### Power grid

Pins as bars on the die edge. Tap cells in grey.
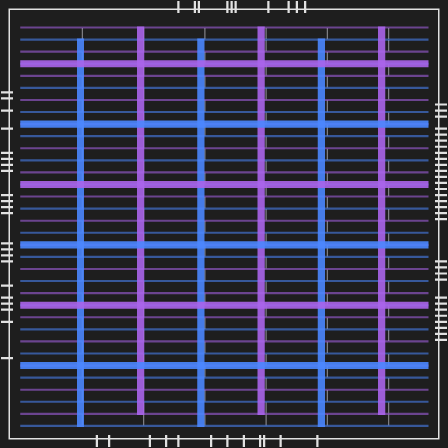
### Cell classes on the final placement

The bar under the picture is 20 um long.
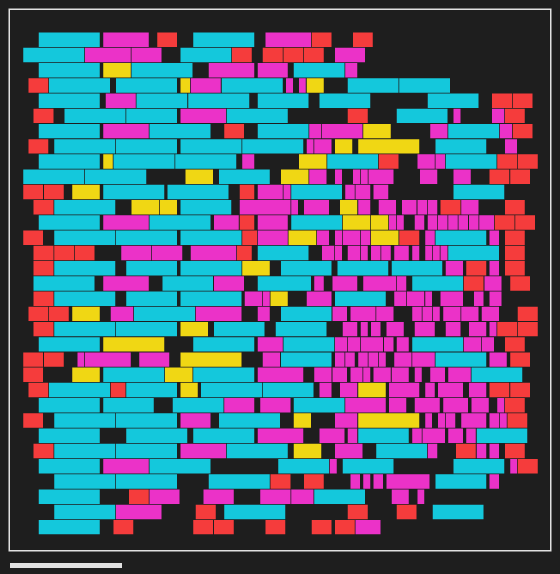
### Routed clock nets over the placement

The bar under the picture is 20 um long.
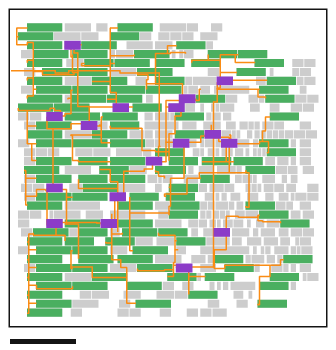
--- src/rtl/sample_ram_arbiter_if.sv ---
// ---------------------------------------------------------------------------
// sample_ram_arbiter_if : config, sample, controller and RAM port-A bundle. Rev 1.0
// ---------------------------------------------------------------------------
`default_nettype none

interface sample_ram_arbiter_if #(
  parameter int DATA_ADDR_WIDTH = 6,
  parameter int DATA_WIDTH      = 16,
  parameter int FIFO_DEPTH      = 4
);
  localparam int LVL_W = $clog2(FIFO_DEPTH) + 1;

  logic                       cfg_load;
  logic [DATA_ADDR_WIDTH-1:0] cfg_lptr;
  logic [DATA_ADDR_WIDTH-1:0] cfg_uptr;
  logic                       cfg_err;
  logic                       smp_valid;
  logic [DATA_WIDTH-1:0]      smp_data;
  logic                       smp_ready;
  logic                       ctl_req;
  logic [DATA_ADDR_WIDTH-1:0] ctl_addr;
  logic                       ctl_gnt;
  logic                       en_ram_pa;
  logic                       wr_ram_pa;
  logic [DATA_ADDR_WIDTH-1:0] ram_addr_pa;
  logic [DATA_WIDTH-1:0]      ram_wdata_pa;
  logic [DATA_ADDR_WIDTH-1:0] wr_ptr;
  logic [LVL_W-1:0]           fifo_level;

  modport slave (
    input  cfg_load, cfg_lptr, cfg_uptr, smp_valid, smp_data, ctl_req, ctl_addr,
    output cfg_err, smp_ready, ctl_gnt, en_ram_pa, wr_ram_pa, ram_addr_pa,
           ram_wdata_pa, wr_ptr, fifo_level
  );

  modport master (
    output cfg_load, cfg_lptr, cfg_uptr, smp_valid, smp_data, ctl_req, ctl_addr,
    input  cfg_err, smp_ready, ctl_gnt, en_ram_pa, wr_ram_pa, ram_addr_pa,
           ram_wdata_pa, wr_ptr, fifo_level
  );
endinterface

`default_nettype wire

--- src/rtl/sample_ram_arbiter.sv ---
// ---------------------------------------------------------------------------
// sample_ram_arbiter : shares RAM port A between controller reads and sample FIFO writes. Rev 1.0
// ---------------------------------------------------------------------------
`default_nettype none

module sample_ram_arbiter #(
  parameter int DATA_ADDR_WIDTH = 6,
  parameter int DATA_WIDTH      = 16,
  parameter int FIFO_DEPTH      = 4
) (
  input  logic                 clk,
  input  logic                 rst,
  sample_ram_arbiter_if.slave  bus
);
  localparam int LVL_W = $clog2(FIFO_DEPTH) + 1;
  localparam int IDX_W = $clog2(FIFO_DEPTH);

  typedef enum logic [1:0] {
    ST_IDLE  = 2'd0,
    ST_READ  = 2'd1,
    ST_WRITE = 2'd2
  } state_t;

  state_t                     state_q, state_d;
  logic [DATA_ADDR_WIDTH-1:0] addr_q, addr_d;
  logic [DATA_WIDTH-1:0]      wdata_q, wdata_d;
  logic [DATA_ADDR_WIDTH-1:0] wr_ptr_q, wr_ptr_d;
  logic [DATA_ADDR_WIDTH-1:0] lptr_q, lptr_d;
  logic [DATA_ADDR_WIDTH-1:0] uptr_q, uptr_d;
  logic [LVL_W-1:0]           level_q, level_d;
  logic [LVL_W-1:0]           defer_q, defer_d;
  logic [IDX_W-1:0]           rd_idx_q, rd_idx_d;
  logic [IDX_W-1:0]           wr_idx_q, wr_idx_d;
  logic                       cfg_err_q, cfg_err_d;
  logic                       init_q;
  logic [DATA_WIDTH-1:0]      mem_q [FIFO_DEPTH];

  logic w_cfg_ok, w_ready, w_push, w_pop, w_flush, w_urgent, w_force;

  assign w_cfg_ok = bus.cfg_load && (bus.cfg_lptr <= bus.cfg_uptr);
  assign w_ready  = init_q && (level_q < LVL_W'(FIFO_DEPTH));
  assign w_push   = bus.smp_valid && w_ready && !w_cfg_ok;
  assign w_urgent = level_q >= LVL_W'(FIFO_DEPTH - 1);
  // Reads blocked by FIFO_DEPTH consecutive writes win the next slot regardless of level.
  assign w_force  = defer_q == LVL_W'(FIFO_DEPTH);

  always_comb begin
    state_d   = ST_IDLE;
    addr_d    = addr_q;
    wdata_d   = wdata_q;
    wr_ptr_d  = wr_ptr_q;
    lptr_d    = lptr_q;
    uptr_d    = uptr_q;
    defer_d   = '0;
    w_pop     = 1'b0;
    w_flush   = 1'b0;
    cfg_err_d = bus.cfg_load && !w_cfg_ok;

    if (w_cfg_ok) begin
      w_flush  = 1'b1;
      lptr_d   = bus.cfg_lptr;
      uptr_d   = bus.cfg_uptr;
      wr_ptr_d = bus.cfg_lptr;
    end else if (bus.ctl_req && (!w_urgent || w_force)) begin
      state_d = ST_READ;
      addr_d  = bus.ctl_addr;
    end else if (level_q != '0) begin
      state_d  = ST_WRITE;
      addr_d   = wr_ptr_q;
      wdata_d  = mem_q[rd_idx_q];
      w_pop    = 1'b1;
      wr_ptr_d = (wr_ptr_q == uptr_q) ? lptr_q : wr_ptr_q + DATA_ADDR_WIDTH'(1);
      if (bus.ctl_req) begin
        defer_d = defer_q + LVL_W'(1);
      end
    end

    if (w_flush) begin
      level_d  = '0;
      rd_idx_d = '0;
      wr_idx_d = '0;
    end else begin
      level_d  = level_q + LVL_W'(w_push) - LVL_W'(w_pop);
      rd_idx_d = rd_idx_q + IDX_W'(w_pop);
      wr_idx_d = wr_idx_q + IDX_W'(w_push);
    end
  end

  always_ff @(posedge clk or posedge rst) begin
    if (rst) begin
      state_q   <= ST_IDLE;
      addr_q    <= '0;
      wdata_q   <= '0;
      wr_ptr_q  <= '0;
      lptr_q    <= '0;
      uptr_q    <= '0;
      level_q   <= '0;
      defer_q   <= '0;
      rd_idx_q  <= '0;
      wr_idx_q  <= '0;
      cfg_err_q <= 1'b0;
      init_q    <= 1'b0;
    end else begin
      state_q   <= state_d;
      addr_q    <= addr_d;
      wdata_q   <= wdata_d;
      wr_ptr_q  <= wr_ptr_d;
      lptr_q    <= lptr_d;
      uptr_q    <= uptr_d;
      level_q   <= level_d;
      defer_q   <= defer_d;
      rd_idx_q  <= rd_idx_d;
      wr_idx_q  <= wr_idx_d;
      cfg_err_q <= cfg_err_d;
      init_q    <= 1'b1;
    end
  end

  always_ff @(posedge clk) begin
    if (w_push) begin
      mem_q[wr_idx_q] <= bus.smp_data;
    end
  end

  assign bus.ctl_gnt      = (state_q == ST_READ);
  assign bus.en_ram_pa    = (state_q != ST_IDLE);
  assign bus.wr_ram_pa    = (state_q == ST_WRITE);
  assign bus.ram_addr_pa  = addr_q;
  assign bus.ram_wdata_pa = wdata_q;
  assign bus.wr_ptr       = wr_ptr_q;
  assign bus.fifo_level   = level_q;
  assign bus.smp_ready    = w_ready;
  assign bus.cfg_err      = cfg_err_q;
endmodule

`default_nettype wire

--- src/flat_wrapper.sv ---
// flat-port wrapper written by rule: the top's interface ports become plain ports
module sample_ram_arbiter_flat 
#(
  parameter int DATA_ADDR_WIDTH = 6,
  parameter int DATA_WIDTH      = 16,
  parameter int FIFO_DEPTH      = 4
)
  (clk, rst, bus_cfg_load, bus_cfg_lptr, bus_cfg_uptr, bus_smp_valid, bus_smp_data, bus_ctl_req, bus_ctl_addr, bus_cfg_err, bus_smp_ready, bus_ctl_gnt, bus_en_ram_pa, bus_wr_ram_pa, bus_ram_addr_pa, bus_ram_wdata_pa, bus_wr_ptr, bus_fifo_level);
  sample_ram_arbiter_if #(.DATA_ADDR_WIDTH(DATA_ADDR_WIDTH), .DATA_WIDTH(DATA_WIDTH), .FIFO_DEPTH(FIFO_DEPTH)) bus_i ();
  input  logic clk;
  input  logic rst;
  input wire logic [$bits(bus_i.cfg_load)-1:0] bus_cfg_load;
  input wire logic [$bits(bus_i.cfg_lptr)-1:0] bus_cfg_lptr;
  input wire logic [$bits(bus_i.cfg_uptr)-1:0] bus_cfg_uptr;
  input wire logic [$bits(bus_i.smp_valid)-1:0] bus_smp_valid;
  input wire logic [$bits(bus_i.smp_data)-1:0] bus_smp_data;
  input wire logic [$bits(bus_i.ctl_req)-1:0] bus_ctl_req;
  input wire logic [$bits(bus_i.ctl_addr)-1:0] bus_ctl_addr;
  output wire logic [$bits(bus_i.cfg_err)-1:0] bus_cfg_err;
  output wire logic [$bits(bus_i.smp_ready)-1:0] bus_smp_ready;
  output wire logic [$bits(bus_i.ctl_gnt)-1:0] bus_ctl_gnt;
  output wire logic [$bits(bus_i.en_ram_pa)-1:0] bus_en_ram_pa;
  output wire logic [$bits(bus_i.wr_ram_pa)-1:0] bus_wr_ram_pa;
  output wire logic [$bits(bus_i.ram_addr_pa)-1:0] bus_ram_addr_pa;
  output wire logic [$bits(bus_i.ram_wdata_pa)-1:0] bus_ram_wdata_pa;
  output wire logic [$bits(bus_i.wr_ptr)-1:0] bus_wr_ptr;
  output wire logic [$bits(bus_i.fifo_level)-1:0] bus_fifo_level;
  assign bus_i.cfg_load = bus_cfg_load;
  assign bus_i.cfg_lptr = bus_cfg_lptr;
  assign bus_i.cfg_uptr = bus_cfg_uptr;
  assign bus_i.smp_valid = bus_smp_valid;
  assign bus_i.smp_data = bus_smp_data;
  assign bus_i.ctl_req = bus_ctl_req;
  assign bus_i.ctl_addr = bus_ctl_addr;
  assign bus_cfg_err = bus_i.cfg_err;
  assign bus_smp_ready = bus_i.smp_ready;
  assign bus_ctl_gnt = bus_i.ctl_gnt;
  assign bus_en_ram_pa = bus_i.en_ram_pa;
  assign bus_wr_ram_pa = bus_i.wr_ram_pa;
  assign bus_ram_addr_pa = bus_i.ram_addr_pa;
  assign bus_ram_wdata_pa = bus_i.ram_wdata_pa;
  assign bus_wr_ptr = bus_i.wr_ptr;
  assign bus_fifo_level = bus_i.fifo_level;
  sample_ram_arbiter #(.DATA_ADDR_WIDTH(DATA_ADDR_WIDTH), .DATA_WIDTH(DATA_WIDTH), .FIFO_DEPTH(FIFO_DEPTH)) u_core (.clk(clk), .rst(rst), .bus(bus_i));
endmodule
--- config.mk ---
export PLATFORM = sky130hd
export DESIGN_NAME = sample_ram_arbiter_flat
export DESIGN_NICKNAME = d
export VERILOG_FILES = /design/src/rtl/sample_ram_arbiter_if.sv /design/src/rtl/sample_ram_arbiter.sv /design/src/flat_wrapper.sv
export SDC_FILE = /design/constraint.sdc
export NUM_CORES = 1
export LEC_CHECK = 0
export CAP_MARGIN = 10
export CORE_MARGIN = 2
export CORE_UTILIZATION = 60
export CTS_BUF_LIST = sky130_fd_sc_hd__clkbuf_8
export DETAILED_ROUTE_END_ITERATION = 10
export PLACE_DENSITY = 0.95
export SLEW_MARGIN = 20
export SYNTH_ARGS = -nofsm -noshare
export SYNTH_HDL_FRONTEND = slang
export SYNTH_SLANG_ARGS = --single-unit
--- constraint.sdc ---
create_clock -name clk -period 8.2 [get_ports clk]
set_input_delay 0.82 -clock clk [delete_from_list [all_inputs] [get_ports clk]]
set_output_delay 0.82 -clock clk [all_outputs]
set_load 0.01 [all_outputs]
==> CHANGELOG.md <==
### Changed

- Status: finished, final reports clean
- # Cells Yosys: 329
- DR vias: 3183
- Synth area leaders: edfxtp_1, dfrtp_1, mux4_2
- Critical Path, Cell by Cell: clkdlybuf4s50_1, inv_1, ha_1, and4_4, nand3_1, o31ai_4, a21oi_4, xor2_1, ha_1, inv_1, fa_1, xor2_1, nor2_1
- Clock buffer count: 17
- Syn Nets: 382
- Fp_density: 62.1%
- Via count of the first global-routing pass: 3352
- CTS root buffer: clkbuf_8
- Register area share after synthesis: 63.9%
- Initial antenna violation count: 0
- 1st-iter DRT viols: 208
- DR WL/cell: 19.9 um
- Post-synth top cells: edfxtp_1, dfrtp_1, o21ai_0
- Pin count of the biggest net entering global routing: 55
- Biggest register: u_core.mem_q
- Fin crit share: 44.8%
- Final antenna-violating net count: 0
- Number of tapcells: 105
- Worst Skew: 0.00781 ns
- Signal inverters: 14
- Reg2reg setup slack: 5.09 ns
- Worst path top cell family by delay: AND-OR/OR-AND gates
- Reg2reg path depth: 12
- Logic area: 1770 um2
- Mapped Avg Cell Area: 15.6 um2
- Worst Hold Launch: u_core.lptr_q[3]
- # fillers: 459
- Signal buffers: 79
- Ys flop type: edfxtp_1
- Final Hold Vio Count: 0
- Setup TNS: 0 ns
- Antenna Cells: 0
- Layout buffering overhead excluding clock cells: 12.1%
- WHS Endpoint: u_core.lptr_q[3]
- Clock-pin transition on the worst setup and hold timing paths: 0.07 ns
- Count leader, synth: edfxtp_1
- IO Port Bufs: 74
- CP bufs+invs: 3
- Mapped Area: 5130 um2
- CP startpoint: bus_cfg_uptr[5]
- Yosys chip area: 5130 um2
- Final wirelength: 10600 um
- Ratio of cells with drive above 1 in the final layout: 20.9%
- RSZ-0062 raised after global routing: false
- GR Overflow Total: 0
About 'Power grid':
purple -> VDD
blue -> VSS
signal pins = 75
tap cells = 105
core box area: 8260 um2
Die Wd: 96.4 um
Die Ht: 96.4 um

About 'Cell classes on the final placement':
red -> remaining buffers and delay cells  # cells 79
yellow -> clock drivers and dummy loads  # cells 31
magenta -> remaining logic cells  # cells 198
cyan -> sequential cells  # cells 118
final instance area: 6440 um2
flop share of the area: 50.8%
FP Rows: 33

About 'Routed clock nets over the placement':
purple -> clock-net drivers  # count 17
orange -> clock wires  # length 1290 um
green -> flip-flops  # count 118
routed clock nets = 18
Clk network pwr share: 25.6%
Power Clock: 0.000573 W

-- metrics by stage --
step	hold slack (ns)	power (W)	setup WS, ns	std cells	area (um2)
CTS	0.511	0.00225	4.52	531	6440
finish	0.511	0.00224	4.53	531	6440
global route	0.520	0.00236	4.34	531	6440
floorplan	0.475	0.00136	4.08	329	5130
global placement	0.487	0.00163	4.25	500	6000
detailed placement	0.493	0.00167	4.12	500	6000
-- where the power goes --
part / leakage [nW] / internal (W) / switching, W
sequential: 1.23 / 0.000746 / 0.000138
combinational: 1.03 / 0.000451 / 0.000331
clock: 0.221 / 0.000333 / 0.000240
total: 2.47 / 0.00153 / 0.000709
-- cells by family (layout without fill, tap and decap cells) --
group,after synthesis,after routing,synth area share (%)
muxes,38,38,13.0
other,1,1,0.0732
buffers and inverters,27,124,2.44
xor gates and xnor gates,14,14,2.39
adders and majority gates,14,14,3.56
AOI/OAI and AO/OA,67,67,9.03
and+or+nand+nor,50,50,5.69
DFF,118,118,63.9
-- layout by cell type (no fill, tap or decap), types with 3 or more instances in the layout --
cell type and n:
nand2_1 6, nor2b_1 3, and2_1 4, a2bb2oi_1 7, nor2_1 14, o22ai_1 4
clkdlybuf4s50_1 74, inv_6 3, ha_1 13, xnor2_1 9, o21ai_0 22, mux4_2 16
o22a_1 3, buf_4 5, clkbuf_8 17, inv_1 13, o21ai_1 4, edfxtp_1 64
mux2_4 15, clkinv_4 5, a21oi_1 6, and3_1 3, xor2_1 5, mux2_2 7
a22oi_1 3, dfrtp_1 53, nand3_1 4, bufinv_16 4, nor3_1 3
-- routing by layer --
layer  vias to the layer above  wire length [um]  global-route usage [%]
met4                         0               160                    8.92
li1                       1416                 -                       -
met5                         -                 0                       0
met2                       136              5610                    43.8
met3                        18               637                    6.52
met1                      1613              4140                    31.6
Power and IR drop assume default switching activity.
